===== src/rtl/clock_ctrl.sv =====
// Stopwatch-clock mode controller: 1 Hz enable, run/stop, set-mode field editing with
// blink and inactivity timeout. Button events are synchronised and edge-detected.
module clock_ctrl #(
  parameter int unsigned TICK_DIV  = 50000000,
  parameter int unsigned TIMEOUT_S = 10,
  parameter int unsigned CW        = 26
) (
  input  logic       clk,
  input  logic       rst_n,
  input  logic       btn_mode,
  input  logic       btn_up,
  input  logic       btn_down,
  input  logic       btn_run,
  output logic       sec_en,
  output logic       sec_incr,
  output logic       sec_dcr,
  output logic       min_incr,
  output logic       min_dcr,
  output logic       hr_incr,
  output logic       hr_dcr,
  output logic [1:0] edit_sel,
  output logic       blink,
  output logic       running
);

  localparam int unsigned TW = (TIMEOUT_S > 1) ? $clog2(TIMEOUT_S) : 1;

  localparam logic [1:0]    StRun  = 2'd0;
  localparam logic [1:0]    StSec  = 2'd1;
  localparam logic [1:0]    StMin  = 2'd2;
  localparam logic [1:0]    StHour = 2'd3;

  localparam logic [CW-1:0] TickLast = CW'(TICK_DIV - 1);
  localparam logic [CW-1:0] HalfLast = CW'(TICK_DIV / 2 - 1);
  localparam logic [TW-1:0] ToLast   = TW'(TIMEOUT_S - 1);

  // Button vector order: {run, down, up, mode}
  logic [3:0]    btn_meta_q, btn_sync_q, btn_prev_q, btn_ev_q;
  logic [CW-1:0] presc_q, presc_d;
  logic [TW-1:0] to_q, to_d;
  logic [1:0]    state_q, state_d;
  logic          running_q, running_d;
  logic          blink_q, blink_d;
  // Pulse order: {hr_dcr, hr_incr, min_dcr, min_incr, sec_dcr, sec_incr, sec_en}
  logic [6:0]    pulse_q, pulse_d;

  logic mode_ev, up_ev, down_ev, run_ev;
  logic tick, half, presc_clr;

  assign mode_ev = btn_ev_q[0];
  assign up_ev   = btn_ev_q[1];
  assign down_ev = btn_ev_q[2];
  assign run_ev  = btn_ev_q[3];

  always_ff @(posedge clk or negedge rst_n) begin
    if (!rst_n) begin
      btn_meta_q <= '0;
      btn_sync_q <= '0;
      btn_prev_q <= '0;
      btn_ev_q   <= '0;
    end else begin
      btn_meta_q <= {btn_run, btn_down, btn_up, btn_mode};
      btn_sync_q <= btn_meta_q;
      btn_prev_q <= btn_sync_q;
      btn_ev_q   <= btn_sync_q & ~btn_prev_q;
    end
  end

  always_comb begin
    tick      = (presc_q == TickLast);
    half      = (presc_q == HalfLast);
    state_d   = state_q;
    running_d = running_q;
    to_d      = to_q;
    presc_clr = 1'b0;
    pulse_d   = '0;

    if (state_q == StRun) begin
      to_d = '0;
      if (mode_ev) begin
        state_d = StSec;
      end else if (run_ev) begin
        running_d = ~running_q;
      end
      pulse_d[0] = tick & running_q;
    end else begin
      if (mode_ev) begin
        state_d   = (state_q == StHour) ? StRun : state_q + 2'd1;
        presc_clr = (state_q == StHour);
      end else if (tick && (to_q == ToLast)) begin
        state_d   = StRun;
        presc_clr = 1'b1;
      end

      // Simultaneous up+down cancels; mode always wins.
      if (!mode_ev && (up_ev != down_ev)) begin
        case (state_q)
          StSec:   pulse_d[2:1] = {down_ev, up_ev};
          StMin:   pulse_d[4:3] = {down_ev, up_ev};
          StHour:  pulse_d[6:5] = {down_ev, up_ev};
          default: pulse_d      = '0;
        endcase
      end

      if (mode_ev || up_ev || down_ev) begin
        to_d = '0;
      end else if (tick) begin
        to_d = to_q + 1'b1;
      end
    end

    if (state_d != state_q) begin
      to_d = '0;
    end

    if ((state_d != state_q) || (state_q == StRun)) begin
      blink_d = 1'b1;
    end else if (tick || half) begin
      blink_d = ~blink_q;
    end else begin
      blink_d = blink_q;
    end

    presc_d = (presc_clr || tick) ? '0 : presc_q + 1'b1;
  end

  always_ff @(posedge clk or negedge rst_n) begin
    if (!rst_n) begin
      presc_q   <= '0;
      to_q      <= '0;
      state_q   <= StRun;
      running_q <= 1'b0;
      blink_q   <= 1'b1;
      pulse_q   <= '0;
    end else begin
      presc_q   <= presc_d;
      to_q      <= to_d;
      state_q   <= state_d;
      running_q <= running_d;
      blink_q   <= blink_d;
      pulse_q   <= pulse_d;
    end
  end

  assign sec_en   = pulse_q[0];
  assign sec_incr = pulse_q[1];
  assign sec_dcr  = pulse_q[2];
  assign min_incr = pulse_q[3];
  assign min_dcr  = pulse_q[4];
  assign hr_incr  = pulse_q[5];
  assign hr_dcr   = pulse_q[6];
  assign edit_sel = state_q;
  assign blink    = blink_q;
  assign running  = running_q;

endmodule


===== config.mk =====
export PLATFORM = sky130hd
export DESIGN_NAME = clock_ctrl
export DESIGN_NICKNAME = d
export VERILOG_FILES = /design/src/rtl/clock_ctrl.sv
export SDC_FILE = /design/constraint.sdc
export NUM_CORES = 1
export LEC_CHECK = 0
export ABC_CLOCK_PERIOD_IN_PS = 3300
export CORE_UTILIZATION = 45
export DETAILED_ROUTE_END_ITERATION = 12
export GPL_ROUTABILITY_DRIVEN = 0
export GPL_TIMING_DRIVEN = 0
export PLACE_DENSITY = 0.71
export RECOVER_POWER = 50
export SKIP_CTS_REPAIR_TIMING = 1
export SYNTH_ARGS = -nofsm -noshare
export SYNTH_HDL_FRONTEND = slang
export SYNTH_SLANG_ARGS = --single-unit
export TNS_END_PERCENT = 100

===== constraint.sdc =====
create_clock -name clk -period 3.3 [get_ports clk]
set_clock_uncertainty 0.15 [all_clocks]
set_input_delay 0.99 -clock clk [delete_from_list [all_inputs] [get_ports clk]]
set_output_delay 0.99 -clock clk [all_outputs]
set_load 0.02 [all_outputs]

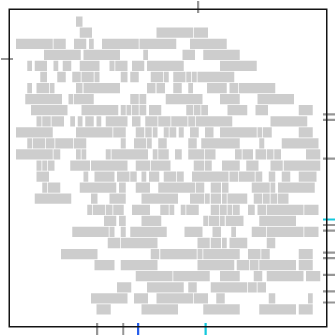
(pin placement)
Pins as bars across the die edge, other pins in gray.
[cyan] edit_sel | pins: 2 | direction: output | edge: 1 bottom, 1 right
[blue] btn_down | pins: 1 | direction: input | edge: bottom

==> impl_metrics.json <==
{
  "outcome": "finished, final reports clean",
  "n_clock_buffer": 13,
  "vias": 1794,
  "crit_type": "register to output port",
  "pg_clk_w": 0.000565,
  "r2r_cells": 7,
  "largestClassByArea": "sequential cells",
  "finalHoldViolations": 0,
  "dr_wl_met2_mm": 2.157,
  "crit_required_ns": 2.16,
  "cpPeakStageDelay_ns": 0.67,
  "first_global_vias": 1727,
  "ys_cells": 237,
  "worst_pin_slew_ns": 1.151,
  "power_density_nw_per_um2": 599.6,
  "cts_sinks": 57,
  "drc": 0,
  "ff_count": 57,
  "layout_top_cells": "dfrtp_1, nor2_1, xor2_1, nand3_1",
  "tns_ns": 0,
  "cp_num_cells": 1,
  "mux_area_share_pct": 0,
  "p_int_w": 0.001262,
  "worstHoldPathType": "register to register",
  "yosys_most_used_dff": "dfrtp_1",
  "aoi_share_pct": 5.731,
  "critPathArrivalTime_ns": 1.48,
  "logic_area_um2": 1089,
  "cp_max_fo": 9,
  "start_kind": "register",
  "fin_area_um2": 2994,
  "fillers": 485,
  "cts_tree": "done",
  "drtAntennaViolNets": 0,
  "power_frac_comb_pct": 20.8,
  "warning_count": 30,
  "switching_share_pct": 29.73,
  "slew_violations": 0,
  "dr_wl_met3_um": 213,
  "cp_cell_sequence": "clkdlybuf4s50_1",
  "hold_end": "btn_sync_q[3]$_DFF_PN0_",
  "r2r_slack_ns": 0.99,
  "io_pins": 17,
  "path_buffers": 1,
  "async_flop_share_pct": 100.0,
  "fp_nets": 250,
  "syn_area_per_cell_um2": 10.87,
  "layout.nonclk_buf_share_pct": 6.686,
  "slew_headroom_pct": 23.28,
  "use_met1_pct": 23.14,
  "syn-cell-area_um2": 2576,
  "die-area_um2": 6032,
  "cts-root-buf": "clkbuf_8",
  "min_period_ns": 2.617,
  "final-clk-cell-share_pct": 5.641,
  "antenna_found_initial": 0,
  "yosys.area.top_type": "dfrtp_1",
  "yosysUniqueCellTypes": 44,
  "grt_pass1_wl_mm": 8.010,
  "power.group.top": "registers",
  "top_cell_area_share_pct": 54.40,
  "max_freq_mhz": 382.1,
  "area_leaders": "dfrtp_1, xor2_1, nor2_1",
  "grt_max_degree": 36,
  "dpl-instance-area_um2": 2841,
  "syn2layout_area_growth_pct": 16.22,
  "sh_comb_area_pct": 36.36,
  "n_all_inverters": 5,
  "ys_chip_area_um2": 2576,
  "slowest_stage": "clkdlybuf4s50_1",
  "final_common_cell": "dfrtp_1",
  "overflow": 0,
  "final_nets": 278,
  "top_logic_kind": "simple AND/OR/NAND/NOR gates",
  "ff_latch_area_um2": 1428,
  "ir_drop_mv": 0.2825,
  "nMultiInputCombCells": 167,
  "cp_top_family": "buffers and inverters",
  "whs_path_depth": 0,
  "die_height_um": 77.67,
  "hpwl_mm": 3.203,
  "fa_ha_area_share_pct": 3.400,
  "r2r-start": "edit_sel[0]$_DFF_PN0_",
  "drive_above_1_share_pct": 10.49,
  "met3_usage_pct": 5.059,
  "io_buffers": 16,
  "pg_comb_w": 0.000374,
  "finalCritPeriodShare_pct": 79.32,
  "synth-edff-count": 0,
  "power_w": 0.001795,
  "yosys.stat.seqShare_pct": 55.42,
  "numSynthFlops": 57,
  "clk_latency_ns": 0.33,
  "routed_via_density": 5.292,
  "core_um2": 5507
}
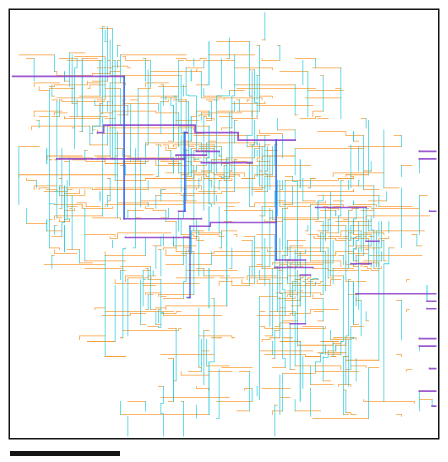
(metal layers overlaid)
The bar under the picture is 20 um long.
[blue] metal 4 | wire length: 74.8 um
[cyan] metal 2 | wire length: 2,160 um
[orange] metal 1 | wire length: 2,190 um
[purple] metal 3 | wire length: 213 um
Routed wire per std cell: 13.67 um
final wirelength: 4.634 mm
GRT Overall Usage: 17.44%

==> stage by stage <==
| step | instances | setup slack, ns | hold WS [ns] | util, % |
|---|---|---|---|---|
| 2_1_floorplan | 237 | 1.092 | 0.1812 | - |
| 3_3_place_gp | 325 | -0.6132 | 0.1825 | 51.33 |
| 3_5_place_dp | 326 | 1.031 | 0.1951 | 51.60 |
| 4_1_cts | 339 | 0.6784 | 0.2032 | 54.67 |
| 5_1_grt | 339 | 0.4449 | 0.2098 | 54.37 |
| 6_report | 339 | 0.6826 | 0.1990 | 54.37 |
==> synth_stat cells (2+ instances only) <==
cell type,n
a21o_1,2
nand2_1,12
and2_1,9
nor4_1,2
or4_1,2
xnor2_1,4
nand3_1,18
ha_1,7
nand4b_1,2
buf_2,3
or3_1,4
nor2b_1,6
a22o_1,2
o21bai_1,2
a21oi_1,8
clkbuf_1,4
and3_1,5
o21ai_0,4
and3_2,2
nor4b_1,2
inv_1,5
nand4_1,9
dfrtp_1,56
xor2_1,19
and3b_1,2
nor2_1,28
==> registers in the layout (all words and copies together) (netlist names) <==
| name | cells |
|---|---|
| presc_q | 26 |
| to_q | 4 |
| running | 1 |
| btn_meta_q | 4 |
| blink | 1 |
| btn_sync_q | 4 |
| btn_ev_q | 4 |
| btn_prev_q | 4 |
| pulse_q | 7 |
| edit_sel | 2 |
==> worst max path at each step <==
stage	slack (ns)	end	startpoint
after floorplan	1.09	to_q[3]$_DFFE_PN0P_	edit_sel[0]$_DFF_PN0_
after global placement	-0.61	presc_q[14]$_DFF_PN0_	rst_n
after detailed placement	1.03	blink	blink$_DFFE_PN1P_
after CTS	0.68	edit_sel[1]	edit_sel[1]$_DFF_PN0_
after global routing	0.44	presc_q[11]$_DFF_PN0_	rst_n
final	0.68	edit_sel[1]	edit_sel[1]$_DFF_PN0_
